## config.mk

```make
export PLATFORM = sky130hd
export DESIGN_NAME = alu_mc
export DESIGN_NICKNAME = d
export VERILOG_FILES = /design/src/rtl/alu_mc.sv
export SDC_FILE = /design/constraint.sdc
export NUM_CORES = 1
export LEC_CHECK = 0
export CELL_PAD_IN_SITES_DETAIL_PLACEMENT = 2
export CELL_PAD_IN_SITES_GLOBAL_PLACEMENT = 2
export CORE_ASPECT_RATIO = 0.75
export CORE_UTILIZATION = 35
export CTS_BUF_LIST = sky130_fd_sc_hd__clkbuf_4 sky130_fd_sc_hd__clkbuf_8
export CTS_CLUSTER_DIAMETER = 150
export DETAILED_ROUTE_END_ITERATION = 10
export DONT_BUFFER_PORTS = 1
export GPL_TIMING_DRIVEN = 0
export PLACE_DENSITY_LB_ADDON = 0.1
export SYNTH_ARGS = -nofsm -noshare
export SYNTH_HDL_FRONTEND = slang
export SYNTH_SLANG_ARGS = --single-unit
```

## constraint.sdc

```tcl
create_clock -name Clk -period 6.1 [get_ports Clk]
set_input_delay 0.61 -clock Clk [delete_from_list [all_inputs] [get_ports Clk]]
set_output_delay 0.61 -clock Clk [all_outputs]
set_load 0.005 [all_outputs]
```

## src/rtl/alu_mc.sv

```systemverilog
// alu_mc: parametrised multi-cycle ALU with registered results and flags.
//
// Single-cycle ops (ADD, SUB, AND, LSH, RSH, CEQ, CLT) complete at the edge
// that samples START. MUL runs an iterative shift-add multiplier for W cycles
// with BUSY high, then registers the 2W-bit product.
//
// Ports:
//   Clk     in   clock, rising edge
//   Reset   in   synchronous active-high reset
//   START   in   request, sampled only while BUSY=0
//   OP      in   3-bit opcode, sampled with START
//   INPUTA  in   W-bit operand A, sampled with START
//   INPUTB  in   W-bit operand B, sampled with START
//   USE_C   in   1: carry-in from SC_OUT, 0: default carry-in (1 for SUB)
//   OUT     out  registered result (low half for MUL)
//   OUT_HI  out  registered high half of MUL product, 0 after other ops
//   SC_OUT  out  carry register (carry / no-borrow / shift-out)
//   FLAG    out  registered compare result
//   ZERO    out  registered result-is-zero (full product for MUL)
//   BUSY    out  multiply in progress
//   DONE    out  one-cycle pulse when results update
module alu_mc #(
  parameter int W  = 8,
  parameter int CW = $clog2(W) + 1
) (
  input  logic         Clk,
  input  logic         Reset,
  input  logic         START,
  input  logic [2:0]   OP,
  input  logic [W-1:0] INPUTA,
  input  logic [W-1:0] INPUTB,
  input  logic         USE_C,
  output logic [W-1:0] OUT,
  output logic [W-1:0] OUT_HI,
  output logic         SC_OUT,
  output logic         FLAG,
  output logic         ZERO,
  output logic         BUSY,
  output logic         DONE
);

  localparam logic [2:0] OP_ADD = 3'b000;
  localparam logic [2:0] OP_SUB = 3'b001;
  localparam logic [2:0] OP_AND = 3'b010;
  localparam logic [2:0] OP_LSH = 3'b011;
  localparam logic [2:0] OP_RSH = 3'b100;
  localparam logic [2:0] OP_CEQ = 3'b101;
  localparam logic [2:0] OP_CLT = 3'b110;
  localparam logic [2:0] OP_MUL = 3'b111;

  typedef enum logic {IDLE, MULT} state_t;

  state_t        state;
  logic [W-1:0]  mcand;
  logic [W-1:0]  mplier;
  logic [W-1:0]  acc_hi;
  logic [CW-1:0] cnt;

  logic          cin;
  logic [W:0]    wide;
  logic [W-1:0]  alu_res;
  logic          alu_c;
  logic          alu_f;

  logic [W:0]    step;
  logic [W-1:0]  acc_nxt;
  logic [W-1:0]  mpl_nxt;

  // Single-cycle datapath: evaluated directly from the port operands
  always_comb begin
    cin     = USE_C ? SC_OUT : (OP == OP_SUB);
    wide    = '0;
    alu_res = '0;
    alu_c   = SC_OUT;
    alu_f   = FLAG;
    case (OP)
      OP_ADD: begin
        wide    = {1'b0, INPUTA} + {1'b0, INPUTB} + {{W{1'b0}}, cin};
        alu_res = wide[W-1:0];
        alu_c   = wide[W];
      end
      OP_SUB: begin
        // SC_OUT=1 after SUB means no borrow
        wide    = {1'b0, INPUTA} + {1'b0, ~INPUTB} + {{W{1'b0}}, cin};
        alu_res = wide[W-1:0];
        alu_c   = wide[W];
      end
      OP_AND: begin
        alu_res = INPUTA & INPUTB;
        alu_c   = 1'b0;
      end
      OP_LSH: begin
        alu_res = {INPUTA[W-2:0], cin};
        alu_c   = INPUTA[W-1];
      end
      OP_RSH: begin
        alu_res = {cin, INPUTA[W-1:1]};
        alu_c   = INPUTA[0];
      end
      OP_CEQ: alu_f = (INPUTA == INPUTB);
      OP_CLT: alu_f = (INPUTA < INPUTB);
      default: alu_res = '0;
    endcase
  end

  // Shift-add step: the product accumulates in {acc_hi, mplier}; the
  // multiplier is consumed from the LSB while product bits shift in at the top.
  always_comb begin
    step    = {1'b0, acc_hi} + (mplier[0] ? {1'b0, mcand} : {(W+1){1'b0}});
    acc_nxt = step[W:1];
    mpl_nxt = {step[0], mplier[W-1:1]};
  end

  always_ff @(posedge Clk) begin
    if (Reset) begin
      state  <= IDLE;
      mcand  <= '0;
      mplier <= '0;
      acc_hi <= '0;
      cnt    <= '0;
      OUT    <= '0;
      OUT_HI <= '0;
      SC_OUT <= 1'b0;
      FLAG   <= 1'b0;
      ZERO   <= 1'b0;
      BUSY   <= 1'b0;
      DONE   <= 1'b0;
    end else begin
      DONE <= 1'b0;
      case (state)
        IDLE: begin
          if (START) begin
            if (OP == OP_MUL) begin
              mcand  <= INPUTA;
              mplier <= INPUTB;
              acc_hi <= '0;
              cnt    <= '0;
              BUSY   <= 1'b1;
              state  <= MULT;
            end else begin
              OUT    <= alu_res;
              OUT_HI <= '0;
              SC_OUT <= alu_c;
              FLAG   <= alu_f;
              ZERO   <= (alu_res == '0);
              DONE   <= 1'b1;
            end
          end
        end
        MULT: begin
          acc_hi <= acc_nxt;
          mplier <= mpl_nxt;
          cnt    <= cnt + 1'b1;
          // Last iteration: publish the product at the same edge
          if (cnt == CW'(W - 1)) begin
            OUT    <= mpl_nxt;
            OUT_HI <= acc_nxt;
            SC_OUT <= 1'b0;
            ZERO   <= ({acc_nxt, mpl_nxt} == '0);
            DONE   <= 1'b1;
            BUSY   <= 1'b0;
            cnt    <= '0;
            state  <= IDLE;
          end
        end
        default: state <= IDLE;
      endcase
    end
  end

endmodule

```

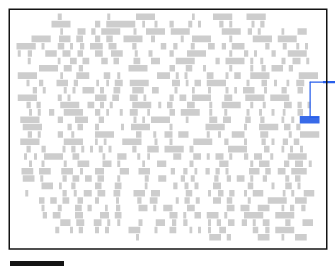
**Above:** run 1 (nets reached from selected ports).
Bar = 20 um.
Key: BUSY = blue [bits 1, direction output, edge east, end cells 1, buffers 0, wire 21.6 um]
Port Buffers: 0
IO Pins: 44

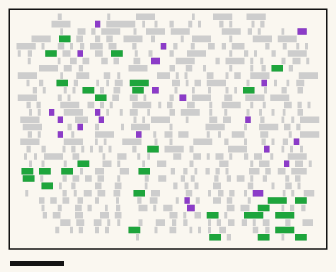
**Above:** run 1 (gate-type map).
Bar = 20 um.
Key: adder and majority cells = green [cells 30, where all over the die]; AND and OR gates = purple [cells 22, where all over the die]
Finished Layout Cells: 585
fraction of area in multi-input gates: 60.8%

==> run summary, run 1 <==
Fin nets = 506
Synth area leaders = dfxtp_1, ha_1, a21oi_1, nand2_1, nor2_1
Syn-to-layout area delta = 8.01%
# diodes = 0
Peak VDD IR = 0.000104 V
Hold EP = mplier[0]
Tmin final = 4060 ps
Log Warnings = 35
Slew @ Worst Pin = 824 ps
Post-route cell area = 3740 um2
Critical Path AT = 4240 ps
Final Hold Vio Count = 0
Max stage delay on crit path = 460 ps
Post-synthesis cell count = 446
# DRC = 0
First-pass GRT wire length = 20.2 mm
Number of global-route vias before repair = 3567
Worst-path cell chain = buf_6, or3b_2, clkbuf_1, nor2_1, a21oi_1, fa_1, fa_1, o21bai_1, a21oi_1, o31a_1, a211o_1, a221o_1, o21ai_0, a21oi_1
Chip area in the Yosys report = 3470 um2
Status = finished clean
Worst R2R Start = SC_OUT
Flop area = 1000 um2
CTS tree = built
Hold Buf Count CTS = 0
Synth area leader = dfxtp_1
DRT iter0 DRCs = 176
Reg2Reg Depth = 10
Antenna-violating nets left = 0
Routability cong. = 0.932
Worst Min Path Start = Reset
Layout cells sized above 1 = 3.53%
Flops after synth = 50
Ys flop type = dfxtp_1
Core area = 9660 um2
Cts bufs inserted = 5
H-tree depth = 2
Crit end category = flip-flop
Comb area = 2280 um2
Die area = 10300 um2
EDFF count, synth = 0
Dominant cell area share = 28.9%
Post-CTS Setup Inserts = 0
Max Cap Violations = 0
Syn nets = 499
Yosys Instances = 446
Worst Setup Start Kind = input port
Slowest library cell on the worst path = or3b_2
Fill cells = 1136
Worst R2R Setup Slack = 2760 ps
RSZ-0062 raised after global routing = false
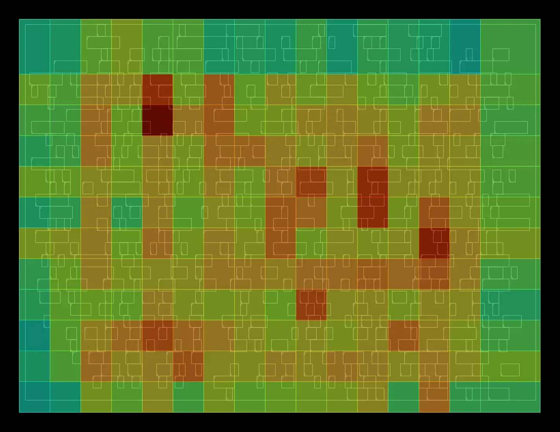
**Above:** run 1 (routing congestion map).
GRT met3 Usage: 4.84%
GRT Total Usage: 26.4%

==> run 1: cells by family after synthesis <==
group                    synth area share [%]
multiplexers                             2.35
flip-flops                               28.9
AND/OR/NAND/NOR                          22.6
XOR/XNOR                                 2.27
buffers and inverters                    5.41
AND-OR/OR-AND                            26.6
adder cells (fa/ha/maj)                  11.9
==> run 1: registers in the layout (all words and copies together) (netlist names) <==
| signal | flops |
|---|---|
| OUT_HI | 8 |
| FLAG | 1 |
| mplier | 8 |
| SC_OUT | 1 |
| BUSY | 1 |
| acc_hi | 8 |
| DONE | 1 |
| cnt | 4 |
| ZERO | 1 |
| state | 1 |
| OUT | 8 |
| mcand | 8 |
==> run 1: worst max path at each step <==
stage,start,endpoint,slack (ps),cells after the start
after floorplan,OP[1],OUT[6],2450,14
after global placement,OP[1],OUT[6],1860,14
after detailed placement,OP[1],OUT[6],1750,14
after CTS,OP[1],OUT[6],2070,14
after global routing,OP[1],OUT[6],1910,14
final,OP[1],OUT[6],2040,14
==> run 1: layout make-up <==
| type | count | share of cell area [%] |
|---|---|---|
| Sequential cell | 50 | 26.7 |
| Clock inverter | 1 | 0.802 |
| Buffer | 26 | 3.01 |
| Clock buffer | 6 | 2.21 |
| Tap cell | 132 | 4.41 |
| Inverter | 20 | 2.00 |
| Multi-Input combinational cell | 350 | 60.8 |
==> run 1: metal layers <==
metal  vias to the layer above  track usage [%]  routed length [um]
li1                       1612                -                   -
met1                      1692             38.9                6710
met2                        66             40.3                5440
met3                        15             4.84                 588
met4                         0             3.91                 131
met5                         -                0                   0
==> run 1: metrics by stage <==
stage / hold slack, ps / std cells / util (%) / setup slack (ps)
after floorplan: 432 / 446 / - / 2450
after global placement: 443 / 578 / 37.6 / 1860
after detailed placement: 449 / 578 / 37.6 / 1750
after CTS: 360 / 585 / 38.8 / 2070
after global routing: 356 / 585 / 38.8 / 1910
final: 366 / 585 / 38.8 / 2040
==> run 1: worst reg2reg max path, stage by stage, from the launching register on <==
cell and delay [ps]:
dfxtp_1 470, a21oi_1 170, fa_1 440, fa_1 420, o21bai_1 220, a21oi_1 210
o31a_1 300, a211o_1 270, a221o_1 350, o21ai_0 240, a21oi_1 110
==> run 1: power breakdown <==
group,total [mW],leakage (nW),switching (mW),internal [mW]
Sequential,0.348,0.406,0.0101,0.338
Combinational,0.159,0.996,0.102,0.0565
Clock,0.251,0.0573,0.120,0.132
Total,0.758,1.46,0.232,0.526
==> run 1: placed cells by master, fill, tap and decap left out, types with 5 or more instances in the layout <==
master    instances
nor2b_1           6
inv_1            20
nand2b_1          5
a211oi_1          7
clkbuf_8          6
and2_1           10
nor3_1           12
dfxtp_1          50
nand3_1           8
a221o_1           5
o21ai_0          16
mux2i_1           7
clkbuf_1         20
o31ai_1           5
fa_1              5
nor2_1           49
ha_1             25
o21bai_1          8
a21oi_1          50
xnor2_1           6
a311oi_1          8
nand2_1          54
==> run 1: cell usage after synthesis, types with 10 or more instances <==
| cell | count |
|---|---|
| inv_1 | 20 |
| and2_1 | 10 |
| ha_1 | 25 |
| o21ai_0 | 16 |
| nor3_1 | 12 |
| clkbuf_1 | 20 |
| a21oi_1 | 50 |
| dfxtp_1 | 50 |
| nand2_1 | 54 |
| nor2_1 | 49 |
**Run 1: close-up of the layout**

Bar = 5 um. Region (48, 52) to (68, 72) um. Cells in gray, sequential cells in the stronger gray; small squares are vias.
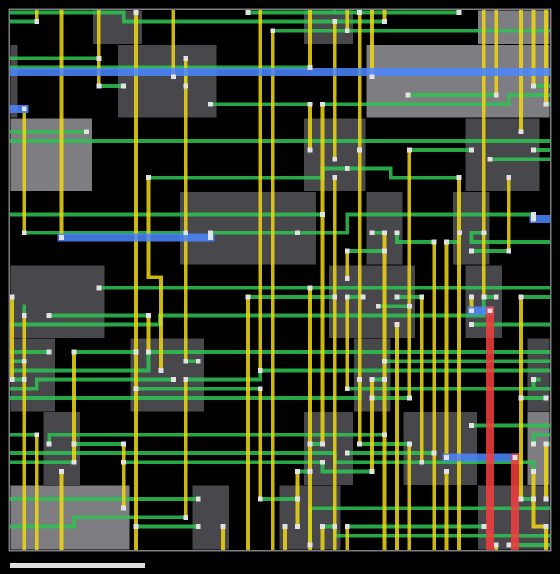

==> run 1 -> run 2 <==
clock period = 3.37 ns   (was 6.1 ns; I/O delays follow)
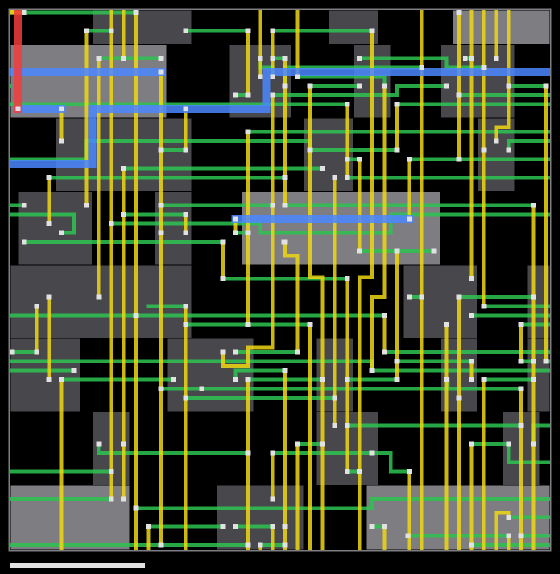
**Above:** run 2 (close-up of the layout).
Bar = 5 um. Region (48, 52) to (68, 72) um. Cells in gray, sequential cells in the stronger gray; small squares are vias.
Key: met2 = yellow; met1 = green; met3 = blue; met4 = red
Netlist names of flops here include mplier (3), acc_hi (1). Sequential cells in the window: 4. Most frequent: nor2_1 (5), dfxtp_1 (4), nand2_1 (3). 23 logic cells have their middle in the window.

==> run 2 against run 1 <==
Effect of this change:
- register-to-register slack got worse by 2600 ps
- clock power rose by 55%
- flip-flop count did not move
- cell area fell by 0.13%
- hold slack got worse by 270 ps
- combinational power rose by 84%
- setup slack got worse by 1900 ps
- total power rose by 73%
- critical path type is now flip-flop to flip-flop
- die area did not move
- sequential share of layout area barely moved
- utilization fell by 0.052 points
==> run summary, run 2 <==
Status = finished clean (unchanged)
Setup WS pre-CTS = -599 ps (was 1750 ps)
Critical Path AT = 3490 ps (was 4240 ps)
Syn Std Cell Area = 3470 um2 (unchanged)
Number of global-route vias before repair = 3579 (was 3567)
Synth area leaders = dfxtp_1, ha_1, a21oi_1, nand2_1, nor2_1 (unchanged)
Ys flop type = dfxtp_1 (unchanged)
Worst Setup Start Kind = flip-flop (was input port)
First-pass GRT wire length = 20.1 mm (was 20.2 mm)
Yosys cell types = 59 (unchanged)
Critical R2R Capture = ZERO (was OUT[6])
Post-DP Area = 3630 um2 (about the same)
Flops after synth = 50 (unchanged)
Finished Layout Cells = 585 (unchanged)
Most frequent cells in the layout = nand2_1, dfxtp_1, nor2_1 (was nand2_1, dfxtp_1, a21oi_1)
# placed instances = 578 (unchanged)
Top Metal Used = met4 (unchanged)
Top cells by count = nand2_1, a21oi_1, dfxtp_1, nor2_1, ha_1 (unchanged)
EDFF count, synth = 0 (unchanged)
GRT Total Usage = 26.3% (was 26.4%)
Slew @ Worst Pin = 843 ps (was 824 ps)
Crit end category = flip-flop (unchanged)
Worst R2R Setup Slack = 150 ps (was 2760 ps)
CTS sink cnt = 50 (unchanged)
Yosys Instances = 446 (unchanged)
Met1 Wirelength = 6.68 mm (was 6.71 mm)
Cts bufs inserted = 5 (unchanged)
Clk_lat worst skew = 330 ps (was 320 ps)
DRT iter0 DRCs = 131 (was 176)
Worst-path cell chain = and2_1, ha_1, fa_1, a21o_1, a21oi_1, xnor2_1, or4_1, or4b_1, o22ai_1, a31o_1 (was buf_6, or3b_2, clkbuf_1, nor2_1, a21oi_1, fa_1, fa_1, o21bai_1, a21oi_1, o31a_1, a211o_1, a221o_1, o21ai_0, a21oi_1)
Fmax achieved = 311 MHz
Peak VDD IR = 0.000115 V (was 0.000104 V)
Worst R2R Start = mplier[0] (was SC_OUT)
Power Density = 351 nW/um2 (was 202 nW/um2)
Slew Viols, Final = 0 (unchanged)
Syn-to-layout area delta = 7.87% (was 8.01%)
Fin nets = 505 (was 506)
Post-CTS Setup Inserts = 0 (unchanged)
Dominant cell area share = 28.9% (unchanged)
Core area = 9660 um2 (unchanged)
Hold EP = mplier[0] (unchanged)
Synth area leader = dfxtp_1 (unchanged)
Routability cong. = 0.936 (was 0.932)
Layout cells sized above 1 = 4.64% (was 3.53%)
Initial antenna violation count = 0 (unchanged)
Slowest library cell on the worst path = or4_1 (was or3b_2)
Max stage delay on crit path = 530 ps (was 460 ps)
Crit-path max FO = 9 (was 10)
Tmin final = 3220 ps
Worst Min Path Start = Reset (unchanged)
Post-synthesis cell count = 446 (unchanged)
Post-route cell area = 3740 um2 (about the same)
Port Buffers = 0 (unchanged)
Met3 wire length = 463 um (was 588 um)
# DRC = 0 (unchanged)
Chip area in the Yosys report = 3470 um2 (unchanged)
Cell with the most instances after synthesis = nand2_1 (unchanged)
IO Pins = 44 (unchanged)
Reg2Reg Depth = 10 (unchanged)
CTS tree = built (unchanged)
Most frequent logic cell in the layout = nand2_1 (unchanged)
Met2 Wirelength = 5.56 mm (was 5.44 mm)
RSZ-0062 raised after global routing = false (unchanged)
Final Hold Vio Count = 0 (unchanged)
Worst Slack Setup Final = 155 ps (was 2040 ps)
Max Cap Violations = 0 (unchanged)
Syn nets = 499 (unchanged)
Log Warnings = 35 (unchanged)
Antenna-violating nets left = 0 (unchanged)
H-tree depth = 2 (unchanged)
# diodes = 0 (unchanged)
Vias = 3344 (was 3385)
Hold Path Class = input port to flip-flop (unchanged)
Die area = 10300 um2 (unchanged)
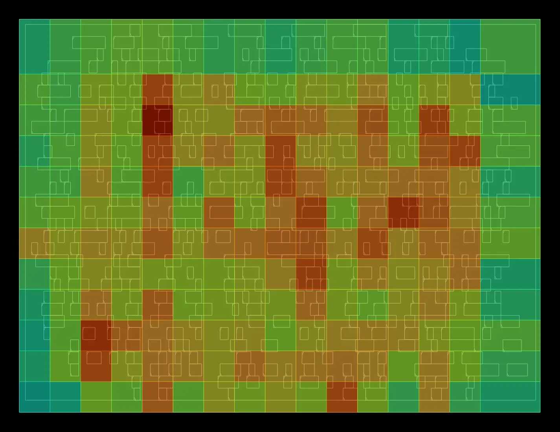
**Above:** run 2 (routing congestion map).
Final Util: 38.7%
GR Util met1: 38.2%
GRT met3 Usage: 4.29%
met2 Usage GRT: 41.3%

-- run 2: cell count changes in the layout (fill, tap and decap cells not counted), sizes merged --
cell      delta
clkbuf       -1
clkinvlp     +1
bufinv       -1
clkinv       +1
-- run 2: final cells by class --
| class | instances | area (um2) |
|---|---|---|
| Fill cell | 1128 | 5920 |
| Multi-Input combinational cell | 350 | 2290 |
| Sequential cell | 50 | 1000 |
| Tap cell | 132 | 165 |
| Buffer | 25 | 109 |
| Clock buffer | 6 | 82.6 |
| Inverter | 20 | 75.1 |
| Clock inverter | 2 | 12.5 |
-- run 2: what timing repair did --
| action | in CTS | in global routing |
|---|---|---|
| gates cloned | 0 | 0 |
| hold buffers | 0 | 0 |
| endpoints found under the setup margin | 2 | 2 |
| gates resized | 3 | 2 |
-- run 2: metrics by stage --
stage                     util [%]  hold slack (ps)  setup TNS [ps]
after floorplan                  -              427               0
after global placement        37.6              431           -1150
after detailed placement      37.6              431           -1780
after CTS                     38.7             78.6               0
after global routing          38.7             85.8               0
final                         38.7             91.2               0
-- run 2: cell families after synthesis --
logic type      after synthesis  synth area share, %
mux                           8                 2.35
flops                        50                 28.9
xor+xnor                      9                 2.27
buf+inv                      46                 5.41
simple gates                166                 22.6
compound gates              137                 26.6
fa+ha+maj                    30                 11.9
-- run 2: how the worst max path moves through the flow --
stage | endpoint | startpoint | slack, ps | cells past startpoint
floorplan | OUT[6] | OP[1] | 40 | 14
global placement | OUT[6] | OP[1] | -520 | 14
detailed placement | OUT[6] | OP[1] | -600 | 14
CTS | OUT[6] | OP[1] | 20 | 13
global route | ZERO | mplier[0] | 0.5 | 10
finish | ZERO | mplier[0] | 150 | 10
-- run 2: where the power goes --
part	leakage (nW)	internal, mW	switching (mW)
logic	0.999	0.104	0.188
registers	0.406	0.611	0.0183
clock network	0.0472	0.166	0.224
-- run 2: critical path: cells and delay by family, from the launching register on --
kind	cells	cell delay [ps]
XOR/XNOR	1	120
AND-OR/OR-AND	4	710
adder cells (fa/ha/maj)	2	700
AND/OR/NAND/NOR	3	1230
flip-flops	1	410
-- run 2: metal layers --
metal / up-vias / GRT usage, %
met4: 0 / 4.14
met2: 53 / 41.3
met3: 8 / 4.29
li1: 1608 / -
met5: - / 0
met1: 1675 / 38.2
Power is estimated from default activity; no workload was simulated.
